==> images/placed.png <==
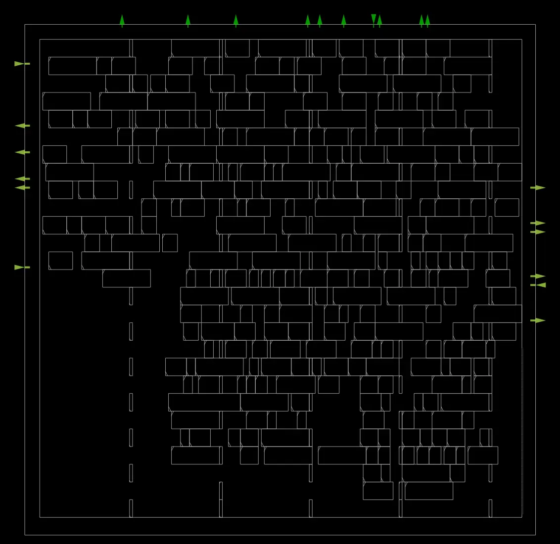
==> images/pinout.png <==
The bar under the picture is 20 µm long. Pins as bars across the die edge, other pins in grey.
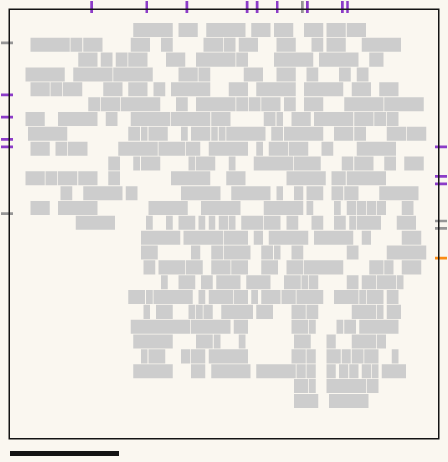
==> images/sizing.png <==
The bar under the picture is 20 µm long.
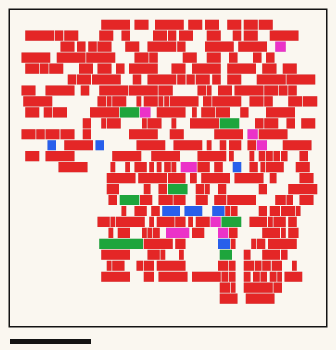
==> images/layers.png <==
The bar under the picture is 20 µm long.
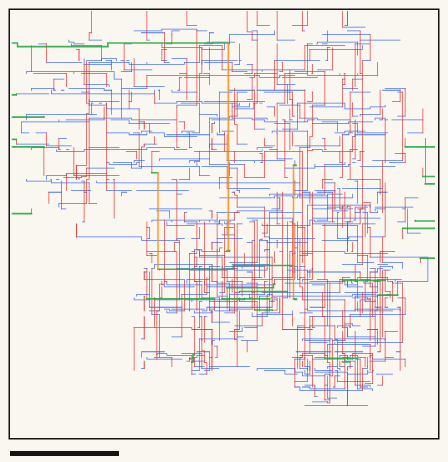
==> images/m3.png <==
The bar under the picture is 20 µm long.
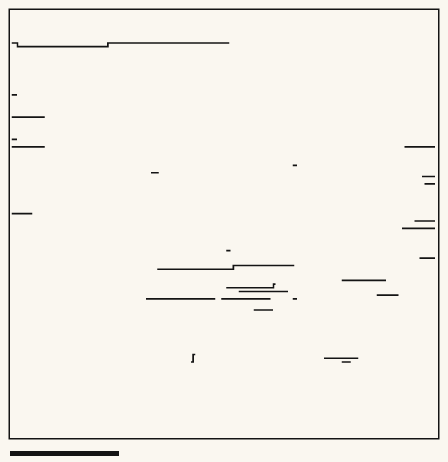
--- config.mk ---
export PLATFORM = sky130hd
export DESIGN_NAME = cmd_receiver
export DESIGN_NICKNAME = d
export VERILOG_FILES = /design/src/rtl/cmd_link_pkg.sv /design/src/rtl/cmd_receiver_uart_rx.sv /design/src/rtl/cmd_receiver.sv
export SDC_FILE = /design/constraint.sdc
export NUM_CORES = 1
export LEC_CHECK = 0
export CAP_MARGIN = 25
export CORE_MARGIN = 2
export CORE_UTILIZATION = 45
export DETAILED_ROUTE_END_ITERATION = 10
export PLACE_DENSITY = 0.74
export SLEW_MARGIN = 20
export SYNTH_ARGS = -nofsm -noshare
export SYNTH_HDL_FRONTEND = slang
export SYNTH_SLANG_ARGS = --single-unit
--- constraint.sdc ---
create_clock -name clk -period 2.3 [get_ports clk]
set_input_delay 0.345 -clock clk [delete_from_list [all_inputs] [get_ports clk]]
set_output_delay 0.345 -clock clk [all_outputs]
set_load 0.005 [all_outputs]
--- src/rtl/cmd_link_pkg.sv ---
// Shared types and constants for the two-byte remote command link.
// Used by the robot-side receiver and the host-side sender.
package cmd_link_pkg;

  localparam int CMD_W = 16;
  localparam int BYTE_W = 8;
  localparam int DEF_BAUD_DIV = 2604;
  localparam int DEF_TIMEOUT_CYC = 1_000_000;

  typedef enum logic {
    IDLE,
    WAIT_LOW
  } frame_state_t;

  typedef enum logic [1:0] {
    RX_IDLE,
    RX_START,
    RX_DATA,
    RX_STOP
  } rx_state_t;

  // Baud counter width: never narrower than 12 bits.
  function automatic int baud_cnt_w(input int div);
    int w;
    w = $clog2(div + 1);
    return (w < 12) ? 12 : w;
  endfunction

endpackage

--- src/rtl/cmd_receiver_uart_rx.sv ---
// 8N1 UART byte receiver with two-flop RX synchroniser.
// Pulses byte_vld for one cycle at the stop-bit sample.
module uart_rx_byte
  import cmd_link_pkg::*;
#(
  parameter int BAUD_DIV = DEF_BAUD_DIV
) (
  input  logic              clk,
  input  logic              rst,
  input  logic              RX,
  output logic              byte_vld,
  output logic [BYTE_W-1:0] byte_data,
  output logic              stop_err
);

  localparam int CW = baud_cnt_w(BAUD_DIV);
  localparam logic [CW-1:0] HALF_M1 = CW'(BAUD_DIV / 2 - 1);
  localparam logic [CW-1:0] FULL_M1 = CW'(BAUD_DIV - 1);

  logic              rx_meta;
  logic              rx_sync;
  logic              rx_prev;
  logic              start_edge;
  logic              full_tick;
  rx_state_t         state;
  logic [CW-1:0]     baud_cnt;
  logic [3:0]        bit_cnt;
  logic [BYTE_W-1:0] data_sr;

  assign start_edge = rx_prev & ~rx_sync;
  assign full_tick  = (baud_cnt == FULL_M1);

  // Two-flop synchroniser plus one history flop for edge detect.
  always_ff @(posedge clk) begin
    if (rst) begin
      rx_meta <= 1'b1;
      rx_sync <= 1'b1;
      rx_prev <= 1'b1;
    end else begin
      rx_meta <= RX;
      rx_sync <= rx_meta;
      rx_prev <= rx_sync;
    end
  end

  // Bit-level receive FSM: start check at half bit, then full-bit samples.
  always_ff @(posedge clk) begin
    if (rst) begin
      state    <= RX_IDLE;
      baud_cnt <= '0;
      bit_cnt  <= '0;
      data_sr  <= '0;
    end else begin
      unique case (state)
        RX_IDLE: begin
          baud_cnt <= '0;
          bit_cnt  <= '0;
          if (start_edge) state <= RX_START;
        end
        RX_START: begin
          if (baud_cnt == HALF_M1) begin
            baud_cnt <= '0;
            bit_cnt  <= 4'd1;
            state    <= rx_sync ? RX_IDLE : RX_DATA;
          end else begin
            baud_cnt <= baud_cnt + 1'b1;
          end
        end
        RX_DATA: begin
          if (full_tick) begin
            baud_cnt <= '0;
            data_sr  <= {rx_sync, data_sr[BYTE_W-1:1]};
            bit_cnt  <= bit_cnt + 1'b1;
            if (bit_cnt == 4'd8) state <= RX_STOP;
          end else begin
            baud_cnt <= baud_cnt + 1'b1;
          end
        end
        RX_STOP: begin
          if (full_tick) begin
            baud_cnt <= '0;
            bit_cnt  <= '0;
            state    <= RX_IDLE;
          end else begin
            baud_cnt <= baud_cnt + 1'b1;
          end
        end
        default: state <= RX_IDLE;
      endcase
    end
  end

  assign byte_vld  = (state == RX_STOP) && full_tick;
  assign byte_data = data_sr;
  assign stop_err  = byte_vld & ~rx_sync;

endmodule

--- src/rtl/cmd_receiver.sv ---
// Two-byte command receiver: UART bytes reassembled into a 16-bit cmd.
// Optional WAIT_LOW timeout enabled by defining CMD_TIMEOUT_EN.
module cmd_receiver
  import cmd_link_pkg::*;
#(
  parameter int BAUD_DIV    = DEF_BAUD_DIV,
  parameter int TIMEOUT_CYC = DEF_TIMEOUT_CYC
) (
  input  logic             clk,
  input  logic             rst,
  input  logic             RX,
  input  logic             clr_cmd_rdy,
  output logic [CMD_W-1:0] cmd,
  output logic             cmd_rdy,
  output logic             frame_err
);

  logic              byte_vld;
  logic [BYTE_W-1:0] byte_data;
  logic              stop_err;
  logic              good_byte;
  logic              bad_byte;
  logic              tmo_hit;
  frame_state_t      state;
  logic [BYTE_W-1:0] hi_byte;

  uart_rx_byte #(
    .BAUD_DIV(BAUD_DIV)
  ) u_rx (
    .clk      (clk),
    .rst      (rst),
    .RX       (RX),
    .byte_vld (byte_vld),
    .byte_data(byte_data),
    .stop_err (stop_err)
  );

  assign good_byte = byte_vld & ~stop_err;
  assign bad_byte  = byte_vld & stop_err;

`ifdef CMD_TIMEOUT_EN
  localparam int TW = $clog2(TIMEOUT_CYC + 1);
  localparam logic [TW-1:0] TMO_M1 = TW'(TIMEOUT_CYC - 1);

  logic [TW-1:0] tmo_cnt;

  assign tmo_hit = (state == WAIT_LOW) && (tmo_cnt == TMO_M1);

  // Cycles spent in WAIT_LOW; held at zero while IDLE.
  always_ff @(posedge clk) begin
    if (rst) begin
      tmo_cnt <= '0;
    end else if (state == IDLE) begin
      tmo_cnt <= '0;
    end else if (!tmo_hit) begin
      tmo_cnt <= tmo_cnt + 1'b1;
    end
  end
`else
  // Timer absent: WAIT_LOW waits for the low byte forever.
  assign tmo_hit = 1'b0 && (TIMEOUT_CYC != 0);
`endif

  // Byte-pair framing, output registers and handshake flags.
  always_ff @(posedge clk) begin
    if (rst) begin
      state     <= IDLE;
      hi_byte   <= '0;
      cmd       <= '0;
      cmd_rdy   <= 1'b0;
      frame_err <= 1'b0;
    end else begin
      if (clr_cmd_rdy) cmd_rdy <= 1'b0;
      unique case (state)
        IDLE: begin
          if (bad_byte) begin
            frame_err <= 1'b1;
          end else if (good_byte) begin
            hi_byte <= byte_data;
            cmd_rdy <= 1'b0;
            state   <= WAIT_LOW;
          end
        end
        WAIT_LOW: begin
          if (bad_byte) begin
            frame_err <= 1'b1;
            state     <= IDLE;
          end else if (good_byte) begin
            cmd       <= {hi_byte, byte_data};
            cmd_rdy   <= 1'b1;
            frame_err <= 1'b0;
            state     <= IDLE;
          end else if (tmo_hit) begin
            state <= IDLE;
          end
        end
        default: state <= IDLE;
      endcase
    end
  end

endmodule

==> out/qor.yml <==
status:
  status: "completed"
yosys:
  top_cell: "dfxtp_1"
  synth.distinct_cells: 42
  netlist_area_mm2: 0.00249
  synth-area-yosys_mm2: 0.00249
  largest_area_cell: "dfxtp_1"
  area_leaders: "dfxtp_1, mux2i_1, nand2b_1, ha_1, nor2_1"
  ys_seq_share: 0.449
  common_cells: "dfxtp_1, nand2b_1, mux2i_1"
  syn-num-nets: 264
  yosys_register_bits: 56
placement:
  gp_congestion: 0.795
  dpl_cell_area_mm2: 0.00277
  place_ws_ns: 0.139
  placedCellCount: 341
power:
  pwr-share-seq: 0.569
  clock_power_uw: 645
  p_total_mw: 1.73
  maxPowerGroup: "sequential cells"
  intPower_mw: 1.35
  comb_power_share: 0.059
  p_seq_uw: 983
  p_leak_nw: 1.04
  p_sw_uw: 379
worst_setup_path:
  worst_ep_required_time_ns: 2.53
  r2r_cells: 5
  startpoint_type: "flip-flop"
  cp_max_fo: 12
  critPathMaxStageDelay_ns: 0.49
  rr_endpoint: "u_rx.baud_cnt[11]"
  crit_chain: "ha_1 -> and4bb_2 -> a31oi_1 -> o21ai_2 -> a21oi_1"
  critPathKind: "reg -> reg"
  endpoint_kind: "flip-flop"
  r2r-start: "u_rx.baud_cnt[0]"
global_route:
  met2_usage: 0.243
  gr-usage-all-layers: 0.161
  antenna_found_initial: 0
  grt_pass1_wl_um: 7980
  grt_max_degree: 39
  grt.met1_usage: 0.219
final_timing:
  setup_viol: 0
  rsz0062_at_grt: "no"
  finalCriticalPeriod_ns: 1.93
route:
  ant_nets: 0
  first_iter_violations: 54
  met3_wirelength_um: 168
  wl_met2_um: 1900
  num_vias: 1820
  wirelength_um: 4490
  drc: 0
  drt-met1-wl_um: 2340
finish:
  comb.multi_input.count: 177
  comb_share: 0.441
  clkCellAreaFrac: 0.0386
  ff_count: 56
  inv_count: 9
  layout.nets: 288
  n_antenna_cell: 0
clock_network:
  clk_pin_slew_ns: 0.10
  clock_latency_ns: 0.31
  cts_buffers: 5
  cts-root-buf: "clkbuf_8"
  clkSinkCount: 56
floorplanning:
  die_area_mm2: 0.00616
  core_area_mm2: 0.00544
flow_run:
  drv_cap: 0
min_path:
  min_path_type: "reg -> reg"
-- placed.png (at the start) --
fillcell total: 506
flop share of the area: 0.389
non-filler cells, final: 349
fin util: 0.530

-- pinout.png (at the start) --
| port | colour | pins | direction | edge |
|---|---|---|---|---|
| frame_err | orange | 1 | output | right |
| cmd | purple | 16 | output | 9 top, 4 left, 3 right |
die height: 78.5 µm
Die X: 78.5 µm
input/output buffers: 21

-- sizing.png (at the start) --
| size | colour | cells | share |
|---|---|---|---|
| x1 and smaller | red | 255 | 92% |
| x3 and x4 | magenta | 8 | 2.9% |
| x2 | blue | 7 | 2.5% |
| x6 and larger | green | 7 | 2.5% |
Final WS setup: 0.373 ns
Layout area overhead: 15.6%
Signal buffers: 27
Finished Cell Area: 0.00289 mm²

-- layers.png (at the start) --
| layer | colour | wire length |
|---|---|---|
| M3 | green | 169 µm |
| M1 | blue | 2340 µm |
| M4 | orange | 80.2 µm |
| M2 | red | 1900 µm |

-- m3.png (at the start) --
wire length on this layer: 169 µm
main direction: horizontal
longest straight run: 22.1 µm

## sequential cells by signal (all words and copies together), names as in the netlist, named ones only
register / cells
cmd: 16
u_rx.baud_cnt: 12
hi_byte: 8
u_rx.byte_data: 8
u_rx.bit_cnt: 4
cmd_rdy: 1
frame_err: 1
state: 1
u_rx.rx_meta: 1
u_rx.rx_prev: 1
u_rx.rx_sync: 1
u_rx.state: 1
## logic make-up after synthesis
family | Yosys count | synth area share
xor gates and xnor gates | 9 | 0.0316
muxes | 32 | 0.128
AOI/OAI and AO/OA | 26 | 0.0677
buffers and inverters | 19 | 0.0416
adders and majority gates | 8 | 0.0401
and+or+nand+nor | 102 | 0.241
DFF | 56 | 0.449
No activity file was given, so power comes from the tool's default toggle rates.
